### src/rtl/dk_trigger_sequencer_if.sv
// Valid/ready stream carrying captured audio samples out of the trigger sequencer.
interface dk_trigger_sequencer_if #(
   parameter int SAMPLE_W = 16
);
   logic [SAMPLE_W-1:0] out_data;
   logic                out_valid;
   logic                out_ready;

   modport master (output out_data, output out_valid, input out_ready);
   modport slave  (input out_data, input out_valid, output out_ready);
endinterface

### src/rtl/dk_trigger_sequencer.sv
// Multi-channel trigger sequencer for discrete-sound blocks: sample-tick divider,
// per-channel high/low/repeat trigger FSMs and a valid/ready sample capture stage.
module dk_trigger_sequencer #(
   parameter int CLOCK_RATE  = 192000,
   parameter int SAMPLE_RATE = 96000,
   parameter int CHANNELS    = 4,
   parameter int CNT_W       = 16,
   parameter int REP_W       = 8,
   parameter int SAMPLE_W    = 16
) (
   input  logic                      clk,
   input  logic                      I_RST,
   input  logic [CHANNELS-1:0]       start,
   input  logic                      stop,
   input  logic [CHANNELS*CNT_W-1:0] high_len,
   input  logic [CHANNELS*CNT_W-1:0] low_len,
   input  logic [CHANNELS*REP_W-1:0] repeats,
   input  logic [CHANNELS-1:0]       active_low,
   input  logic [SAMPLE_W-1:0]       sample_in,
   output logic                      audio_clk_en,
   output logic [CHANNELS-1:0]       trig,
   output logic [CHANNELS-1:0]       busy,
   output logic [CHANNELS-1:0]       done,
   dk_trigger_sequencer_if.master    cap,
   output logic                      overflow
);
   localparam int DIV   = CLOCK_RATE / SAMPLE_RATE;
   localparam int DIV_W = (DIV > 1) ? $clog2(DIV) : 1;
   localparam logic [DIV_W-1:0] DIV_LAST = DIV_W'(DIV - 1);

   generate
      if (DIV < 2) begin : g_bad_div
         $error("dk_trigger_sequencer: CLOCK_RATE/SAMPLE_RATE must be at least 2");
      end
   endgenerate

   typedef enum logic [1:0] {IDLE, ARMED, HIGH, LOW} state_t;

   logic [DIV_W-1:0] divider;

   state_t           state     [CHANNELS];
   state_t           state_nxt [CHANNELS];
   logic [CNT_W-1:0] cnt       [CHANNELS];
   logic [CNT_W-1:0] cnt_nxt   [CHANNELS];
   logic [REP_W-1:0] rem       [CHANNELS];
   logic [REP_W-1:0] rem_nxt   [CHANNELS];
   logic [CNT_W-1:0] high_r    [CHANNELS];
   logic [CNT_W-1:0] low_r     [CHANNELS];
   logic [REP_W-1:0] rep_r     [CHANNELS];
   logic [CHANNELS-1:0] end_rep;

   // Strobe is registered, so it rises on the DIV-th edge after reset release.
   always_ff @(posedge clk) begin
      if (I_RST) begin
         divider      <= '0;
         audio_clk_en <= 1'b0;
      end else begin
         audio_clk_en <= (divider == DIV_LAST);
         divider      <= (divider == DIV_LAST) ? '0 : divider + 1'b1;
      end
   end

   function automatic logic [CNT_W-1:0] high_load(input logic [CNT_W-1:0] len);
      return (len == '0) ? CNT_W'(1) : len;
   endfunction

   always_comb begin
      end_rep = '0;
      for (int c = 0; c < CHANNELS; c++) begin
         state_nxt[c] = state[c];
         cnt_nxt[c]   = cnt[c];
         rem_nxt[c]   = rem[c];
         done[c]      = 1'b0;
         busy[c]      = (state[c] != IDLE);
         if (stop) begin
            state_nxt[c] = IDLE;
         end else if (start[c]) begin
            state_nxt[c] = ARMED;
         end else if (audio_clk_en) begin
            case (state[c])
               ARMED: begin
                  state_nxt[c] = HIGH;
                  cnt_nxt[c]   = high_load(high_r[c]);
                  rem_nxt[c]   = rep_r[c];
               end
               HIGH: begin
                  if (cnt[c] > CNT_W'(1)) begin
                     cnt_nxt[c] = cnt[c] - 1'b1;
                  end else if (low_r[c] != '0) begin
                     state_nxt[c] = LOW;
                     cnt_nxt[c]   = low_r[c];
                  end else begin
                     end_rep[c] = 1'b1;
                  end
               end
               LOW: begin
                  if (cnt[c] > CNT_W'(1)) cnt_nxt[c] = cnt[c] - 1'b1;
                  else                    end_rep[c] = 1'b1;
               end
               default: ;
            endcase
            // A zero repeat field means free-running until stop.
            if (end_rep[c]) begin
               if (rep_r[c] != '0 && rem[c] == REP_W'(1)) begin
                  state_nxt[c] = IDLE;
                  done[c]      = 1'b1;
               end else begin
                  state_nxt[c] = HIGH;
                  cnt_nxt[c]   = high_load(high_r[c]);
                  if (rep_r[c] != '0) rem_nxt[c] = rem[c] - 1'b1;
               end
            end
         end
      end
   end

   always_ff @(posedge clk) begin
      for (int c = 0; c < CHANNELS; c++) begin
         if (I_RST) begin
            state[c]  <= IDLE;
            cnt[c]    <= '0;
            rem[c]    <= '0;
            high_r[c] <= '0;
            low_r[c]  <= '0;
            rep_r[c]  <= '0;
            trig[c]   <= active_low[c];
         end else begin
            state[c] <= state_nxt[c];
            cnt[c]   <= cnt_nxt[c];
            rem[c]   <= rem_nxt[c];
            trig[c]  <= (state_nxt[c] == HIGH) ^ active_low[c];
            if (start[c] && !stop) begin
               high_r[c] <= high_len[c*CNT_W +: CNT_W];
               low_r[c]  <= low_len[c*CNT_W +: CNT_W];
               rep_r[c]  <= repeats[c*REP_W +: REP_W];
            end
         end
      end
   end

   // A drop in the same cycle as a start still leaves overflow set.
   always_ff @(posedge clk) begin
      if (I_RST) begin
         cap.out_data  <= '0;
         cap.out_valid <= 1'b0;
         overflow      <= 1'b0;
      end else begin
         if (|start) overflow <= 1'b0;
         if (audio_clk_en) begin
            if (!cap.out_valid || cap.out_ready) begin
               cap.out_data  <= sample_in;
               cap.out_valid <= 1'b1;
            end else begin
               overflow <= 1'b1;
            end
         end else if (cap.out_valid && cap.out_ready) begin
            cap.out_valid <= 1'b0;
         end
      end
   end
endmodule

### src/flat_wrapper.sv
// flat-port wrapper written by rule: the top's interface ports become plain ports
module dk_trigger_sequencer_flat 
#(
   parameter int CLOCK_RATE  = 192000,
   parameter int SAMPLE_RATE = 96000,
   parameter int CHANNELS    = 4,
   parameter int CNT_W       = 16,
   parameter int REP_W       = 8,
   parameter int SAMPLE_W    = 16
)
  (clk, I_RST, start, stop, high_len, low_len, repeats, active_low, sample_in, audio_clk_en, trig, busy, done, overflow, cap_out_data, cap_out_valid, cap_out_ready);
  dk_trigger_sequencer_if #(.SAMPLE_W(SAMPLE_W)) cap_i ();
  input  logic clk;
  input  logic I_RST;
  input  logic [CHANNELS-1:0] start;
  input  logic stop;
  input  logic [CHANNELS*CNT_W-1:0] high_len;
  input  logic [CHANNELS*CNT_W-1:0] low_len;
  input  logic [CHANNELS*REP_W-1:0] repeats;
  input  logic [CHANNELS-1:0] active_low;
  input  logic [SAMPLE_W-1:0] sample_in;
  output logic audio_clk_en;
  output logic [CHANNELS-1:0] trig;
  output logic [CHANNELS-1:0] busy;
  output logic [CHANNELS-1:0] done;
  output logic overflow;
  output wire logic [$bits(cap_i.out_data)-1:0] cap_out_data;
  output wire logic [$bits(cap_i.out_valid)-1:0] cap_out_valid;
  input wire logic [$bits(cap_i.out_ready)-1:0] cap_out_ready;
  assign cap_out_data = cap_i.out_data;
  assign cap_out_valid = cap_i.out_valid;
  assign cap_i.out_ready = cap_out_ready;
  dk_trigger_sequencer #(.CLOCK_RATE(CLOCK_RATE), .SAMPLE_RATE(SAMPLE_RATE), .CHANNELS(CHANNELS), .CNT_W(CNT_W), .REP_W(REP_W), .SAMPLE_W(SAMPLE_W)) u_core (.clk(clk), .I_RST(I_RST), .start(start), .stop(stop), .high_len(high_len), .low_len(low_len), .repeats(repeats), .active_low(active_low), .sample_in(sample_in), .audio_clk_en(audio_clk_en), .trig(trig), .busy(busy), .done(done), .cap(cap_i), .overflow(overflow));
endmodule
### config.mk
export PLATFORM = sky130hd
export DESIGN_NAME = dk_trigger_sequencer_flat
export DESIGN_NICKNAME = d
export VERILOG_FILES = /design/src/rtl/dk_trigger_sequencer_if.sv /design/src/rtl/dk_trigger_sequencer.sv /design/src/flat_wrapper.sv
export SDC_FILE = /design/constraint.sdc
export NUM_CORES = 1
export LEC_CHECK = 0
export ABC_AREA = 1
export ABC_CLOCK_PERIOD_IN_PS = 4600
export CAP_MARGIN = 20
export CORE_AREA = 2 2 198 200
export CTS_CLUSTER_DIAMETER = 60
export CTS_CLUSTER_SIZE = 14
export DETAILED_ROUTE_END_ITERATION = 8
export DIE_AREA = 0 0 200 202
export DONT_BUFFER_PORTS = 1
export MAX_ROUTING_LAYER = met4
export SETUP_SLACK_MARGIN = 0.3
export SLEW_MARGIN = 20
export SYNTH_ARGS = -nofsm -noshare
export SYNTH_HDL_FRONTEND = slang
export SYNTH_SLANG_ARGS = --single-unit
### constraint.sdc
create_clock -name clk -period 4.6 [get_ports clk]
set_input_delay 0.92 -clock clk [delete_from_list [all_inputs] [get_ports clk]]
set_output_delay 0.92 -clock clk [all_outputs]
set_load 0.03 [all_outputs]
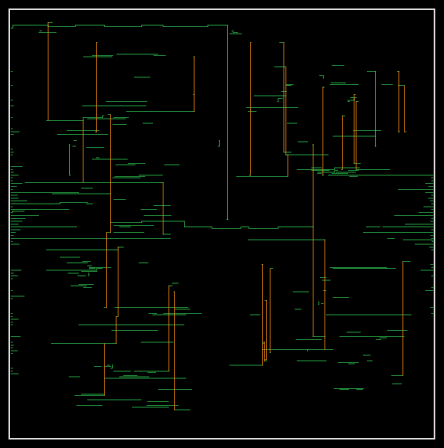
Run 1: metal layers overlaid
Two of the layers only.
M4 -> orange  # wire length 1230 um
M3 -> green  # wire length 2550 um

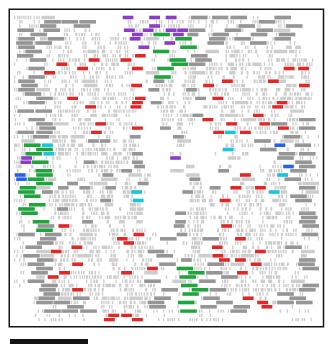
Run 1: where the registers sit
Scale bar: 50 um. Other sequential cells in the stronger gray, the rest of the logic in the fainter gray.
u_core.rep_r -> green  # flops 32
u_core.cnt -> red  # flops 64, where widely spread
u_core.cap.out_data -> purple  # flops 16
u_core.trig -> blue  # flops 4
u_core.state -> cyan  # flops 8

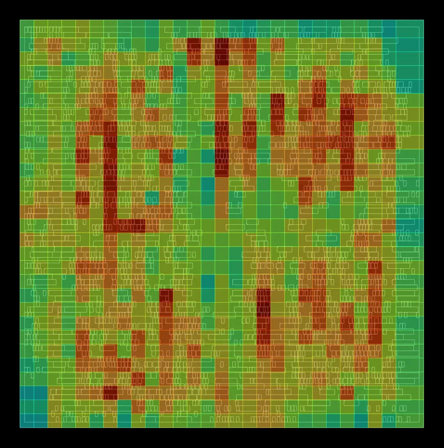
Run 1: congestion heat map
WL/cell: 15.50 um
grt met2 use: 37.55%
Util after Layout: 50.80%

-- run 1: flip-flops by register name, summed over array words and instances (netlist names) --
| name | flops |
|---|---|
| u_core.high_r | 64 |
| u_core.trig | 4 |
| u_core.rem | 32 |
| u_core.divider | 1 |
| u_core.audio_clk_en | 1 |
| u_core.state | 8 |
| u_core.cap.out_data | 16 |
| u_core.cap.out_valid | 1 |
| u_core.rep_r | 32 |
| u_core.cnt | 64 |
| u_core.low_r | 64 |
| u_core.overflow | 1 |
-- run 1: cell type report --
cell class	count	area [um^2]
repair buffers	25	207.7
clock inverters	20	247.7
clock buffers	43	958.4
multi-input cells	1766	8496
fillers	3878	18840
inverters	405	1525
flip-flops and latches	288	7367
well taps	518	648.1
==> job_summary.md, run 1 <==
### Yosys + OpenROAD results

| Metric | Value |
|---|---|
| Met1 Use GR | 31.95% |
| Tot GR Track Use | 24.04% |
| Cell area leaders | edfxtp_1, dfxtp_1, nand2_1 |
| First-pass GRT wire length | 75620 um |
| Drt total wl | 47500 um |
| Top-count cell post-synth | nand2_1 |
| # port buffers | 0 |
| # placed instances | 3002 |
| Leading power group | registers |
| CP cell instances | inv_1 > ha_1 > nand2_4 > nor2_4 > inv_2 > nand2_2 > nand2_2 > inv_2 > nand2_2 > nor3_1 > buf_4 |
| Flop pwr share | 46.8% |
| Late-Pin Clk Latency | 550 ps |
| Commonest Layout Cell | nand2_1 |
| H-tree Lvls | 2 |
| Seq power | 2.99 mW |
| Initial antenna violation count | 0 |
| Worst-path maximum fanout | 29 |
| Tool warning count | 51 |
| Clock Skew | 19.14 ps |
| Slowest cell on the critical path | nand2_2 |
| Fa+ha+maj area frac | 2.531% |
| Cell count after synthesis | 2559 |
| CTS hold repair buffers | 0 |
| N_diodes | 0 |
| Detailed Routing Iterations Pass 1 | 5 |
| Post-layout nets | 2745 |
| Endpoints failing setup | 0 |
| Most used cell, CP | nand2_2 |
| Design Power | 6.400 mW |
| DR top layer | met4 |
| Die Y | 202 um |
| Status | complete, no violations |
| Avg Vias per Cell | 5.157 |
| WHS | 408.7 ps |
| Worst setup startpoint | u_core.cnt[2][0] |
| Aoi share | 12.82% |
| Final worst slack | 892.1 ps |
| Iter 0 DRT Violations | 1025 |
| Instance count on the critical path | 11 |
| Register area share after synthesis | 41.39% |
| Die ar. | 40400 um^2 |
| Met3 GRT Util | 3.604% |
| Most common reg cell | edfxtp_1 |
| Synthesized area | 17800 um^2 |
| Die Width | 200 um |
| Clock net power | 2.88 mW |
| Worst setup EP type | primary output |
| Hold crit path type | reg -> reg |
| Place WS | 1426 ps |
| FP Core Util | 46.49% |
| Comb. pwr | 0.527 mW |
| Largest net degree at the start of global routing | 96 |
| Met2 WL | 21490 um |
| P&R area growth vs syn | 9.279% |
| Yosys chip area | 17800 um^2 |
| Reg2reg end | u_core.cnt[2][9] |
| #FFs+latches synth | 288 |
| TritonCTS clock tree | yes |
| DR vias | 15810 |
| Max Cap Viol | 0 |
| Clock power share | 45.0% |
| Yosys top cell area share | 26.99% |
| Hold path cells | 1 |
| Type of the worst setup path | reg -> out |
| Post-Syn Nets | 2783 |
| GRT overflow | 0 |
| Final Cycle Share | 80.61% |
Run 1, signal wires on met4:
Scale bar: 50 um.
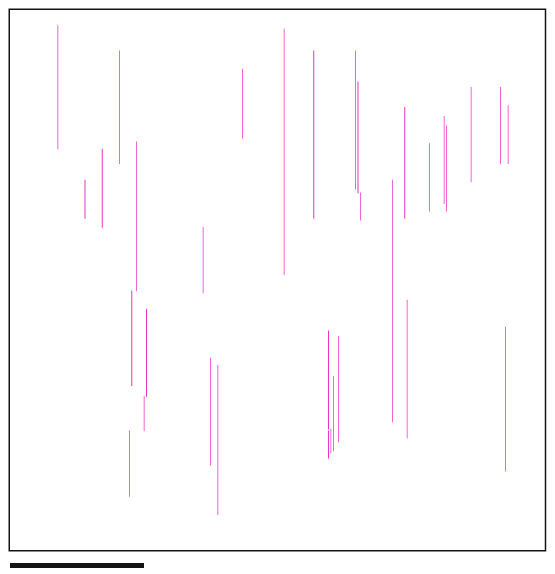

==> run 1 -> run 2 <==
ABC_CLOCK_PERIOD_IN_PS = 3400   (was 4600)
clock period = 3.4 ns   (was 4.6 ns; I/O delays follow)
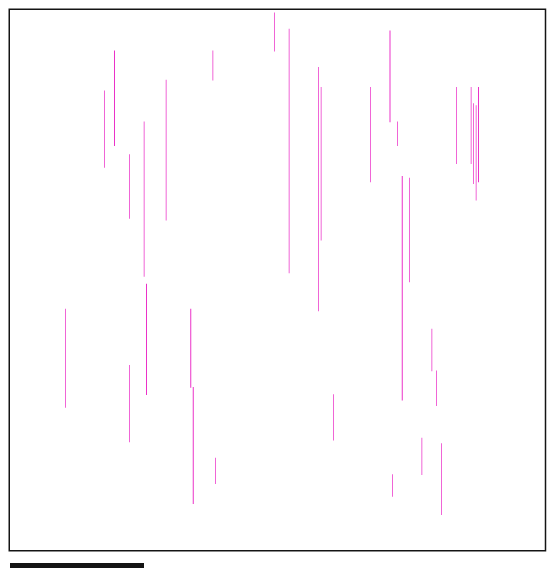
Run 2: signal wires on met4
Scale bar: 50 um.
longest straight run = 91.1 um
wire length on this layer = 1100 um

==> run 2 against run 1 <==
Effect of this change: non-clock buffer count grew 23; combinational power grew 41%; clock power grew 26%; power grew 32%; cell area grew 0.44%; synthesized area is the same; register-to-register slack lost 890 ps; synthesized cell count is the same; critical path type unchanged.
==> job_summary.md, run 2 <==
### Yosys + OpenROAD results

| Metric | Value |
|---|---|
| Status | complete, no violations (unchanged) |
| Fa+ha+maj area frac | 2.531% (unchanged) |
| Met3 GRT Util | 4.005% (was 3.604%) |
| Avg Vias per Cell | 5.187 (was 5.157) |
| Type of the worst setup path | reg -> out (unchanged) |
| Worst setup startpoint | u_core.cnt[1][0] (was u_core.cnt[2][0]) |
| Die Y | 202 um (unchanged) |
| Die Width | 200 um (unchanged) |
| Aoi share | 12.82% (unchanged) |
| DR top layer | met4 (unchanged) |
| Yosys top cell area share | 26.99% (unchanged) |
| Late-Pin Clk Latency | 540 ps (was 550 ps) |
| Hold crit path type | in -> reg (was reg -> reg) |
| P&R area growth vs syn | 9.758% (was 9.279%) |
| Synthesized area | 17800 um^2 (unchanged) |
| FF+latch count | 288 (unchanged) |
| H-tree Lvls | 2 (unchanged) |
| # placed instances | 3013 (was 3002) |
| TritonCTS clock tree | yes (unchanged) |
| Non-clock buffer share | 1.845% (was 1.068%) |
| Flop area | 7367 um^2 (unchanged) |
| Die ar. | 40400 um^2 (unchanged) |
| DR vias | 16010 (was 15810) |
| Met1 Use GR | 34.05% (was 31.95%) |
| First-pass GRT wire length | 78720 um (was 75620 um) |
| CLK BUF | 43 (unchanged) |
| Clock network share of area | 5.604% (was 6.201%) |
| Post-Syn Nets | 2783 (unchanged) |
| Worst-path maximum fanout | 10 (was 29) |
| Non-clk invs | 405 (unchanged) |
| Largest regs | u_core.cnt: 64 flops, u_core.high_r: 64 flops, u_core.low_r: 64 flops (unchanged) |
| # port buffers | 0 (unchanged) |
| Reg2reg end | u_core.cnt[2][15] (was u_core.cnt[2][9]) |
| Final Cycle Share | 87.89% |
| Post-layout nets | 2767 (was 2745) |
| Cell area leaders | edfxtp_1, dfxtp_1, nand2_1 (unchanged) |
| # fillers | 3845 (was 3878) |
| Tot GR Track Use | 25.05% (was 24.04%) |
| Comb/total area | 43.70% (was 43.68%) |
| Tap cells | 518 (unchanged) |
| Grt met2 use | 38.59% (was 37.55%) |
| Max Cap Viol | 0 (unchanged) |
| Final worst slack | 411.6 ps (was 892.1 ps) |
| Most common reg cell | edfxtp_1 (unchanged) |
| Clock Skew | 18.67 ps (was 19.14 ps) |
| CP cell instances | inv_1 > ha_2 > o21ai_1 > nor2_2 > nand3_4 > inv_6 > nand3b_1 > nor2_2 > buf_4 (was inv_1 > ha_1 > nand2_4 > nor2_4 > inv_2 > nand2_2 > nand2_2 > inv_2 > nand2_2 > nor3_1 > buf_4) |
| N_diodes | 0 (unchanged) |
| CTS hold repair buffers | 0 (unchanged) |
| Non-CTS buffers | 48 (was 25) |
| Util after Layout | 51.02% (was 50.80%) |
| Detailed Routing Iterations Pass 1 | 6 (was 5) |
| Yosys chip area | 17800 um^2 (unchanged) |
| FP Core Util | 46.49% (unchanged) |
| Design Power | 8.437 mW (was 6.400 mW) |
| Worst setup EP type | primary output (unchanged) |
| Drt total wl | 49010 um (was 47500 um) |
| Instance count on the critical path | 9 (was 11) |
| WL/cell | 15.88 um (was 15.50 um) |
| Top-count cell post-synth | nand2_1 (unchanged) |
| Slowest cell on the critical path | dfxtp_1 (was nand2_2) |
| Seq area share | 37.71% (was 37.88%) |
| #FFs+latches synth | 288 (unchanged) |
| Biggest Area Class | multi-input combinational cells (unchanged) |
| Tool warning count | 53 (was 51) |
| WHS | 203.6 ps (was 408.7 ps) |
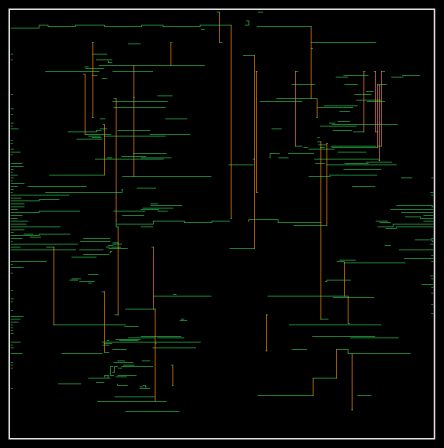
Run 2: metal layers overlaid
Two of the layers only.
M4 -> orange  # wire length 1100 um
M3 -> green  # wire length 2850 um

## run 2: cell families after synthesis
group | after synthesis
simple gates | 1268
buf+inv | 505
compound gates | 416
flops | 288
xor+xnor | 42
fa+ha+maj | 36
mux | 4
## run 2: worst min-delay path by stage
stage / to / cells past startpoint / slack (ps)
global placement: u_core.divider / 1 / 400
global route: u_core.state[0][0] / 1 / 180
floorplan: u_core.divider / 1 / 390
detailed placement: u_core.divider / 1 / 400
CTS: u_core.state[0][0] / 1 / 190
finish: u_core.state[0][0] / 1 / 200
## run 2: power by group
group	internal, mW	total [mW]	leakage [nW]	switching (mW)
Clock	2.05	3.64	0.524	1.59
Combinational	0.234	0.741	6.22	0.507
Sequential	3.88	4.06	2.66	0.178
Total	6.16	8.44	9.41	2.28
Power is estimated from default activity; no workload was simulated.
